Figure 1. Cell placement (run 1).
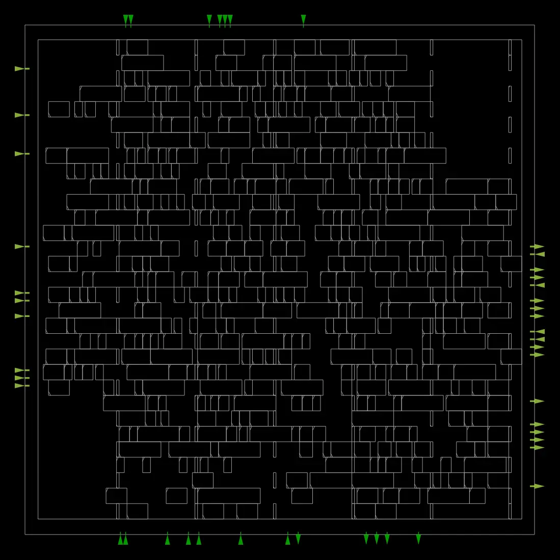
Figure 2. The metal 1 layer (run 1).
Drawn at 6 px/µm. Supply wires on this layer in grey. Cells faint in the background.
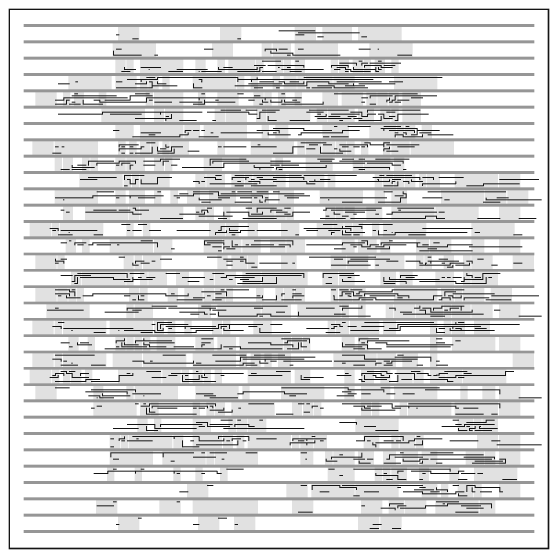
Figure 3. Port wiring (run 1).
Drawn at 3 px/µm.
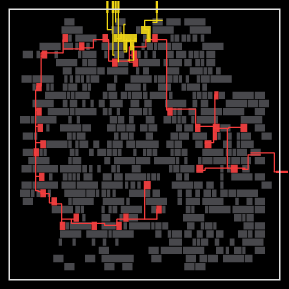
Figure 4. Cell area per tile (run 1).
Drawn at 4 px/µm. The die is cut into 9 by 9 equal tiles; dark blue is low, red is high, 0 to 100% covered.
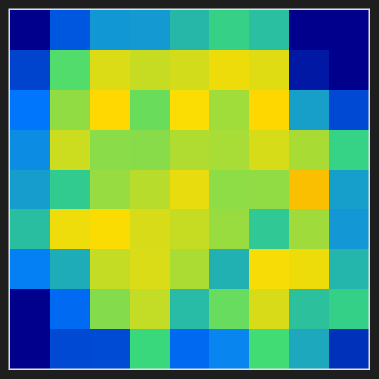
<file path="src/rtl/pattern_detector_prog.sv">
// pattern_detector_prog: runtime-programmable serial bit-pattern detector with
// overlap control, valid-qualified input and a saturating match counter.
module pattern_detector_prog #(
    parameter  int MAX_LEN = 16,
    parameter  int CNT_W   = 16,
    localparam int LEN_W   = $clog2(MAX_LEN + 1)
) (
    input  logic               clk,
    input  logic               reset,
    input  logic               cfg_load_i,
    input  logic [MAX_LEN-1:0] cfg_pattern_i,
    input  logic [LEN_W-1:0]   cfg_len_i,
    input  logic               cfg_overlap_i,
    output logic               cfg_err_o,
    input  logic               in_valid_i,
    input  logic               in_bit_i,
    input  logic               cnt_clr_i,
    output logic               armed_o,
    output logic               match_o,
    output logic [CNT_W-1:0]   match_count_o
);
    typedef enum logic [1:0] {IDLE, FILL, HUNT} state_e;

    state_e             state_q, state_d;
    logic [MAX_LEN-1:0] pat_q, pat_d, hist_q, hist_d, hist_sh, mask;
    logic [LEN_W-1:0]   len_q, len_d, fill_q, fill_d;
    logic [LEN_W:0]     fill_nx;
    logic               ovl_q, ovl_d, match_q, match_d, err_q, err_d;
    logic               cfg_ok, full, hit;
    logic [CNT_W-1:0]   cnt_q, cnt_d;

    assign cfg_ok  = cfg_len_i != '0 && int'(cfg_len_i) <= MAX_LEN;
    assign hist_sh = {hist_q[MAX_LEN-2:0], in_bit_i};
    assign fill_nx = {1'b0, fill_q} + (LEN_W+1)'(1);
    assign full    = fill_nx >= {1'b0, len_q};
    // Only the low len bits of history and pattern take part in the compare.
    assign mask    = {MAX_LEN{1'b1}} >> (MAX_LEN - int'(len_q));
    assign hit     = full && ((hist_sh ^ pat_q) & mask) == '0;

    always_comb begin
        state_d = state_q;
        pat_d   = pat_q;
        len_d   = len_q;
        ovl_d   = ovl_q;
        hist_d  = hist_q;
        fill_d  = fill_q;
        match_d = 1'b0;
        err_d   = 1'b0;
        if (cfg_load_i && cfg_ok) begin
            pat_d   = cfg_pattern_i;
            len_d   = cfg_len_i;
            ovl_d   = cfg_overlap_i;
            hist_d  = '0;
            fill_d  = '0;
            state_d = FILL;
        end else begin
            err_d = cfg_load_i;
            if (state_q != IDLE && in_valid_i) begin
                hist_d  = hist_sh;
                match_d = hit;
                if (hit && !ovl_q) begin
                    fill_d  = '0;
                    state_d = FILL;
                end else begin
                    fill_d  = full ? len_q : fill_nx[LEN_W-1:0];
                    state_d = full ? HUNT : FILL;
                end
            end
        end
        cnt_d = cnt_clr_i ? CNT_W'(match_d)
              : (match_d && cnt_q != '1) ? cnt_q + CNT_W'(1) : cnt_q;
    end

    always_ff @(posedge clk) begin
        if (reset) begin
            state_q <= IDLE;
            pat_q   <= '0;
            len_q   <= '0;
            ovl_q   <= 1'b0;
            hist_q  <= '0;
            fill_q  <= '0;
            match_q <= 1'b0;
            err_q   <= 1'b0;
            cnt_q   <= '0;
        end else begin
            state_q <= state_d;
            pat_q   <= pat_d;
            len_q   <= len_d;
            ovl_q   <= ovl_d;
            hist_q  <= hist_d;
            fill_q  <= fill_d;
            match_q <= match_d;
            err_q   <= err_d;
            cnt_q   <= cnt_d;
        end
    end

    assign cfg_err_o     = err_q;
    assign armed_o       = state_q != IDLE;
    assign match_o       = match_q;
    assign match_count_o = cnt_q;
endmodule

</file>
<file path="config.mk">
export PLATFORM = sky130hd
export DESIGN_NAME = pattern_detector_prog
export DESIGN_NICKNAME = d
export VERILOG_FILES = /design/src/rtl/pattern_detector_prog.sv
export SDC_FILE = /design/constraint.sdc
export NUM_CORES = 1
export LEC_CHECK = 0
export CORE_MARGIN = 2
export CORE_UTILIZATION = 44
export DETAILED_ROUTE_END_ITERATION = 16
export PLACE_DENSITY = 0.69
export SKIP_LAST_GASP = 1
export SLEW_MARGIN = 0
export SYNTH_ARGS = -nofsm -noshare
export SYNTH_HDL_FRONTEND = slang
export SYNTH_SLANG_ARGS = --single-unit
export TNS_END_PERCENT = 30
</file>
<file path="constraint.sdc">
create_clock -name clk -period 8.19 [get_ports clk]
set_input_delay 1.638 -clock clk [delete_from_list [all_inputs] [get_ports clk]]
set_output_delay 1.638 -clock clk [all_outputs]
set_load 0.02 [all_outputs]
</file>
==> CHANGELOG.md, run 1 <==
### Changed

* Adder Share, Synth at 0.0310
* Reported leakage power at 1.34 nW
* GRT Residual Overflow at 0
* Final setup TNS at 0 ns
* Worst setup margin at 3.68 ns
* Die outline height at 89.6 µm
* Highest Clock Rate at 222 MHz
* Total length of routed met2 wires at 3700 µm
* Total chip power at 0.681 mW
* Final weighted congestion in routability-driven placement at 0.889
* Run status: complete, no violations
* Crit. End Element: flip-flop
* DR vias/cell at 5.35
* Number of cell instances on the worst register-to-register path at 10
* Root Driver: clkbuf_8
* Top cells excl fill/tap: 106 x nand2_1, 62 x dfxtp_1, 49 x a21oi_1
* CP max stage delay at 0.61 ns
* Critical path's slowest cell: or4_1
* Post-synth area hogs: dfxtp_1 38%, nand2_1 12%, a21oi_1 7.6%, xnor2_1 5.2%, ha_1 3.1%
* Worst hold start: pat_q[0]$_SDFFE_PP0P_
* Flops out of synthesis at 62
* Top Metal Used: met4
* YS warnings at 0
* Largest net degree at the start of global routing at 33
* Clock latency at the later pin of the worst-skew pair at 0.34 ns
* CTS-repair resized insts at 0
* Library cell with the largest summed area after synthesis: dfxtp_1
* Logic depth of the worst path, buffers included at 9
* Post-layout net count at 483
* Worst Setup Slack post-DPL at 3.29 ns
* Grt met3 use at 0.0466
* Clk sinks at 62
* Layout area overhead at 21.2%
* Number of hold violations in the final report at 0
* Deepest level of the CTS H-tree at 3
* Max-cap viol count at 0
* Tool warnings at 26
* Hold bufs inserted after CTS at 0
* Remaining antenna violation count after routing at 0
* Antenna violations before repair at 0
* Async set-or-reset flop fraction in the synthesized netlist at 0
* Number of inserted diodes at 0
* Reg-to-reg slack, setup at 4.75 ns
* Area share of and-or/or-and cells after synthesis at 0.172
* Area reported by Yosys stat at 0.00323 mm²
* Mean Syn Cell Area at 7.87 µm²
* Wire length on met1 at 3350 µm
* Detail Placement HPWL at 5210 µm
* Worst-case clock skew at 0.0105 ns
* Most frequent logic cell in the layout: nand2_1
* Parity-gate share of the synthesized area counting xor and xnor cells at 0.0651
* IR Drop Worst-Case VDD at 0.0935 mV
* Worst Hold Path EP: pat_q[0]$_SDFFE_PP0P_
* Main logic family after synthesis: simple AND/OR/NAND/NOR gates
* Post-synthesis instance area at 0.00323 mm²
* Highest net fanout along the worst path at 25
Notes on Figure 1 above:
Core Util, Final: 0.545
count of sequential standard cells: 62
standard-cell row count: 31
fill count: 711
total core area: 0.00718 mm²

Notes on Figure 2 above:
nets with wire on the layer: 437
share of all routed wire: 45%
wire length on this layer: 3350 µm
longest straight run: 25.8 µm
overall via count from detail_route: 2947
GR Util met1: 0.237
routed wire length: 7390 µm

Notes on Figure 3 above:
[reset] red | bits: 1 | direction: input | edge: right | end cells: 32 | buffers: 2 | wire: 327 µm
[cfg_len_i] yellow | bits: 5 | direction: input | edge: top | end cells: 7 | buffers: 5 | wire: 92.6 µm
I/O pins: 47
Port Buffer Count: 46

Notes on Figure 4 above:
nearly empty tiles: 7.4%
fullest tile: 78%
tiles over 75% full: 3.7%
densest ninth of the die: middle
Pre-Place Util: 0.450

-- run 1: layout make-up --
type	count	area, µm²
Inverter	9	33.8
Tap cell	99	124
Fill cell	711	3260
Sequential cell	62	1240
Clock inverter	6	62.6
Timing Repair Buffer	48	475
Multi-Input combinational cell	317	1850
Clock buffer	10	128
-- run 1: cells in the mapped netlist (all sizes together), types with 8 or more instances --
master    n
inv       9
nand3    14
dfxtp    62
clkbuf   15
nor2     13
nand2   107
o211ai    8
o21ai    18
ha        8
or4      10
xnor2    19
a21oi    49
-- run 1: power by group --
| group | internal, mW | switching, mW | total, mW |
|---|---|---|---|
| clock network | 0.139 | 0.123 | 0.262 |
| logic | 0.0445 | 0.0574 | 0.102 |
| registers | 0.309 | 0.00817 | 0.317 |
| total | 0.493 | 0.188 | 0.681 |
==> inputs of run 2 (changes only) <==
- PLACE_DENSITY: 0.69 -> 0.71
- clock period: 8.19 -> 3.9 ns (I/O delays scaled with it)
Figure 5. The metal 1 layer (run 2).
Drawn at 6 px/µm. Supply wires on this layer in grey. Cells faint in the background.
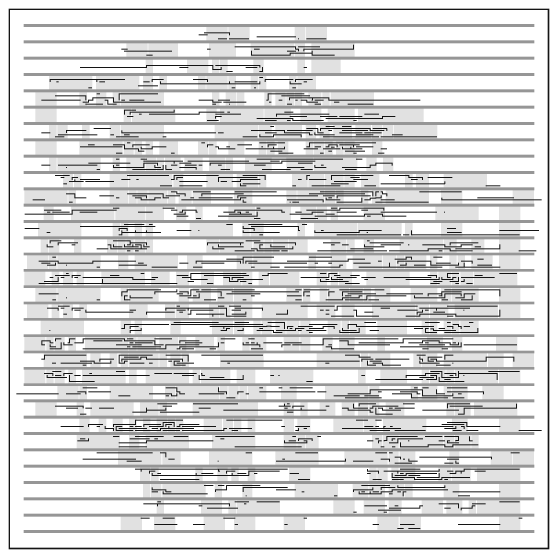
routed wire length: 7370 µm
overall via count from detail_route: 2946

Figure 6. Placed cells, one colour a class (run 2).
Drawn at 4 px/µm.
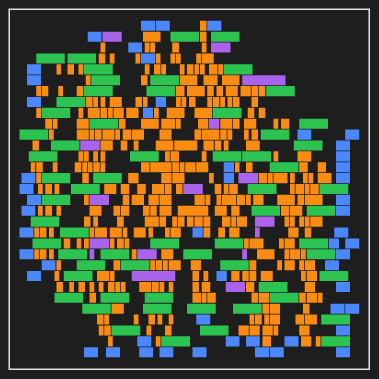
[clock drivers and dummy loads] purple | cells: 16 | share of their area: 5.6%
[combinational and other logic] orange | cells: 326 | share of their area: 49%
[other buffers and delay cells] blue | cells: 53 | share of their area: 13%
[flops] green | cells: 62 | share of their area: 32%
flop share of the area: 0.312
Core Util, Final: 0.554
design area: 0.00398 mm²

==> CHANGELOG.md, run 2 <==
### Changed

* Number of hold violations in the final report at 0
* Area share of and-or/or-and cells after synthesis at 0.172
* Most frequent logic cell in the layout: nand2_1
* Grt met3 use at 0.0521
* Highest net fanout along the worst path at 25
* Top cells by instance count after synthesis: 106 x nand2_1, 62 x dfxtp_1, 49 x a21oi_1, 19 x xnor2_1, 16 x o21ai_0
* DR vias/cell at 5.30
* Tool warnings at 26
* Detail Placement HPWL at 5260 µm
* Run status: complete, no violations
* Post-synthesis instance area at 0.00323 mm²
* Crit. End Element: flip-flop
* Antenna violations before repair at 0
* Worst Setup Slack post-DPL at 0.466 ns
* GRT Residual Overflow at 0
* Post-layout net count at 488
* Highest Clock Rate at 303 MHz
* Reported leakage power at 1.38 nW
* Mean Syn Cell Area at 7.87 µm²
* Total core area at 0.00718 mm²
* Most frequent cell after synthesis: nand2_1
* Pre-Place Util at 0.450
* Largest net degree at the start of global routing at 33
* Clock latency at the later pin of the worst-skew pair at 0.34 ns
* Root Driver: clkbuf_8
* Top cells excl fill/tap: 106 x nand2_1, 62 x dfxtp_1, 49 x a21oi_1
* Total length of routed met2 wires at 3690 µm
* Async set-or-reset flop fraction in the synthesized netlist at 0
* I/O pins at 47
* Library cell with the largest summed area after synthesis: dfxtp_1
* CP max stage delay at 0.60 ns
* Post-synth area hogs: dfxtp_1 38%, nand2_1 12%, a21oi_1 7.6%, xnor2_1 5.2%, ha_1 3.1%
* Worst hold start: pat_q[2]$_SDFFE_PP0P_
* Main logic family after synthesis: simple AND/OR/NAND/NOR gates
* Clk sinks at 62
* Parity-gate share of the synthesized area counting xor and xnor cells at 0.0651
* Fill count at 697
* Deepest level of the CTS H-tree at 3
* GR Util met1 at 0.241
* IR Drop Worst-Case VDD at 0.227 mV
* Remaining antenna violation count after routing at 0
* Die outline height at 89.6 µm
Figure 7. Port wiring (run 2).
Drawn at 3 px/µm.
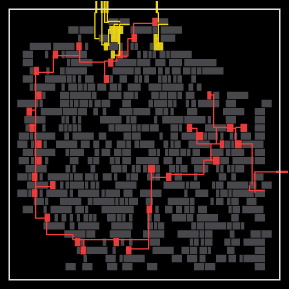
[cfg_len_i] yellow | bits: 5 | direction: input | edge: top | end cells: 7 | buffers: 5 | wire: 86.7 µm
[reset] red | bits: 1 | direction: input | edge: right | end cells: 32 | buffers: 2 | wire: 342 µm

## run 2: kinds of logic (layout without fill, tap and decap cells)
family / after synthesis / after routing
AOI/OAI and AO/OA: 96 / 96
adders and majority gates: 8 / 8
and+or+nand+nor: 182 / 182
muxes: 7 / 7
DFF: 62 / 62
buffers and inverters: 31 / 78
xor gates and xnor gates: 24 / 24
## run 2: report_power, final
part           switching [mW]  internal [mW]
sequential             0.0156          0.649
clock                   0.244          0.378
combinational           0.123         0.0976
total                   0.383           1.12
## run 2: area by class of cell
cell class / count / area (µm²) / share of cell area
inverters: 9 / 33.8 / 0.00850
clock buffers: 13 / 149 / 0.0375
well taps: 99 / 124 / 0.0312
repair buffers: 53 / 513 / 0.129
flip-flops and latches: 62 / 1240 / 0.312
clock inverters: 3 / 67.6 / 0.0170
multi-input cells: 317 / 1850 / 0.465
Figure 8. Cell placement (run 2).
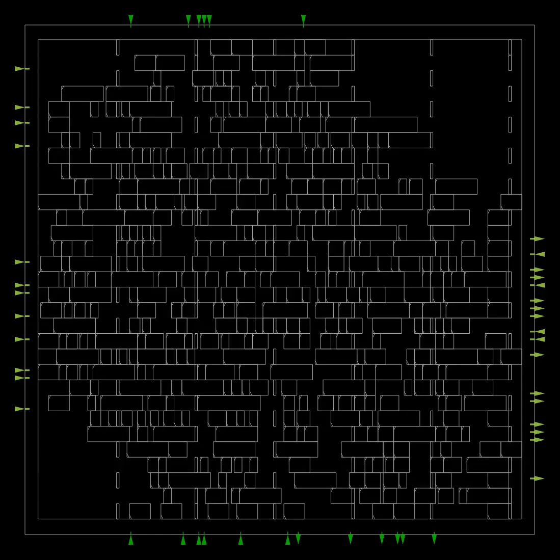

==> inputs of run 3 (changes only) <==
- PLACE_DENSITY: 0.71 -> 0.69
- clock period: 3.9 -> 3.2 ns (I/O delays scaled with it)
Figure 9. Cell placement (run 3).
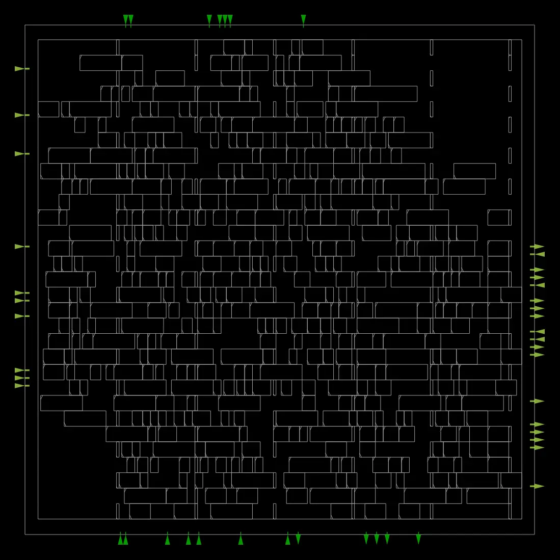
Core Util, Final: 0.564
fill count: 674

Figure 10. Cell area per tile (run 3).
Drawn at 4 px/µm. The die is cut into 9 by 9 equal tiles; dark blue is low, red is high, 0 to 100% covered.
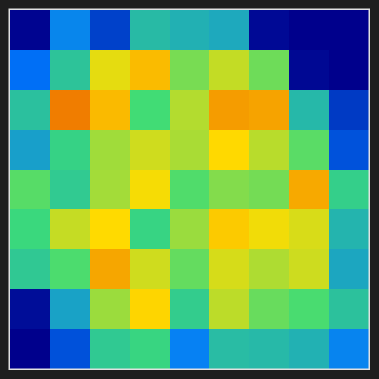
tiles over 75% full: 14%
emptiest ninth of the die: top right
mean over tiles: 49%

Figure 11. Port wiring (run 3).
Drawn at 3 px/µm.
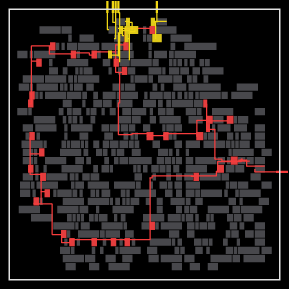
[reset] red | bits: 1 | direction: input | edge: right | end cells: 32 | buffers: 3 | wire: 348 µm
[cfg_len_i] yellow | bits: 5 | direction: input | edge: top | end cells: 7 | buffers: 5 | wire: 89.4 µm

==> CHANGELOG.md, run 3 <==
### Changed

* Run status: complete, no violations
* Area share of and-or/or-and cells after synthesis at 0.172
* Post-synth area hogs: dfxtp_1 38%, nand2_1 12%, a21oi_1 7.6%, xnor2_1 5.2%, ha_1 3.1%
* Worst hold start: pat_q[13]$_SDFFE_PP0P_
* Overall via count from detail_route at 3009
* Logic power comb at 0.292 mW
* IR Drop Worst-Case VDD at 0.216 mV
* Sequential power share at 0.434
* Clock-net power at 0.759 mW
* Largest net degree at the start of global routing at 24
* Worst setup margin at 0.348 ns
* Drt initial violations at 128
* Async set-or-reset flop fraction in the synthesized netlist at 0
* Adder Share, Synth at 0.0310
* Clk sinks at 62
* Post-layout net count at 498
* Final weighted congestion in routability-driven placement at 0.897
* GRT Residual Overflow at 0
* DR vias/cell at 5.32
* Worst Setup Slack post-DPL at 0.0339 ns
* Final setup TNS at 0 ns
* Mean Syn Cell Area at 7.87 µm²
* Areal power density over the cells at 459 mW/mm²
* Pre-Place Util at 0.450
* Main logic family after synthesis: simple AND/OR/NAND/NOR gates
* Clock latency at the later pin of the worst-skew pair at 0.34 ns
* Post-synthesis instance area at 0.00323 mm²
* Die outline height at 89.6 µm
* Most frequent cell after synthesis: nand2_1
* Parity-gate share of the synthesized area counting xor and xnor cells at 0.0651
* Area reported by Yosys stat at 0.00323 mm²
* Root Driver: clkbuf_8
* Cell-internal power at 1.38 mW
* Standard-cell row count at 31
* Routed wire length at 7620 µm
* Tool warnings at 26
* Max-cap viol count at 0
* Sw Pwr at 0.477 mW
* Crit. End Element: flip-flop
* Critical path's slowest cell: or4_1
* Antenna violations before repair at 0
* Post-synthesis simple-gate area fraction at 0.283
* CTS-repair resized insts at 0
* Flops out of synthesis at 62
* Library cell with the largest summed area after synthesis: dfxtp_1
* Setup Buffers After CTS at 0
* Beginning of the worst register-to-register path: len_q[1]$_SDFFE_PP0P_
* Reg2Reg Capture Point: match_count_o[8]$_SDFFE_PP0P_
* Sequential power at 0.808 mW
* Combinational cell fraction of total power at 0.157
* Number of inserted diodes at 0
* Clock network power share at 0.409
* Reg-to-reg slack, setup at 0.35 ns
* Layout area overhead at 25.5%
* Remaining DRCs at 0
* Detail Placement HPWL at 5620 µm
* Horiz. Die Dim at 89.6 µm
* Category of cells accounting for the largest share of critical-path delay: simple AND/OR/NAND/NOR gates
* Number of hold violations in the final report at 0
* Worst-case clock skew at 0.00993 ns
* Most frequent logic cell in the layout: nand2_1
* Number of cell instances on the worst register-to-register path at 11
* Hold bufs inserted after CTS at 0
* Clock-pin slew on the worst setup and hold paths at 0.07 ns
* YS warnings at 0
* Logic depth of the worst path, buffers included at 11
* Top cells by instance count after synthesis: 106 x nand2_1, 62 x dfxtp_1, 49 x a21oi_1, 19 x xnor2_1, 16 x o21ai_0
* Switching Share at 0.257
* Total core area at 0.00718 mm²
* Top cells excl fill/tap: 106 x nand2_1, 62 x dfxtp_1, 49 x a21oi_1
* Remaining antenna violation count after routing at 0
* Highest Clock Rate at 351 MHz
* I/O pins at 47
* Total chip power at 1.86 mW
* Port Buffer Count at 46
* Highest net fanout along the worst path at 13
* Deepest level of the CTS H-tree at 3
* Worst Hold Path EP: pat_q[13]$_SDFFE_PP0P_
-- run 3: routing by layer --
layer,GRT usage,up-vias,share of wire
met3,0.0512,16,0.053
met5,0,-,0
met2,0.347,75,0.49
met4,0.0746,0,0.017
li1,-,1540,-
met1,0.245,1378,0.44
-- run 3: layout make-up --
class | count | area, µm² | share of cell area
clock buffers | 12 | 145 | 0.0358
clock inverters | 4 | 70.1 | 0.0173
inverters | 9 | 33.8 | 0.00834
multi-input cells | 317 | 1850 | 0.456
flip-flops and latches | 62 | 1240 | 0.307
well taps | 99 | 124 | 0.0306
repair buffers | 63 | 588 | 0.145
Power is estimated from default activity; no workload was simulated.
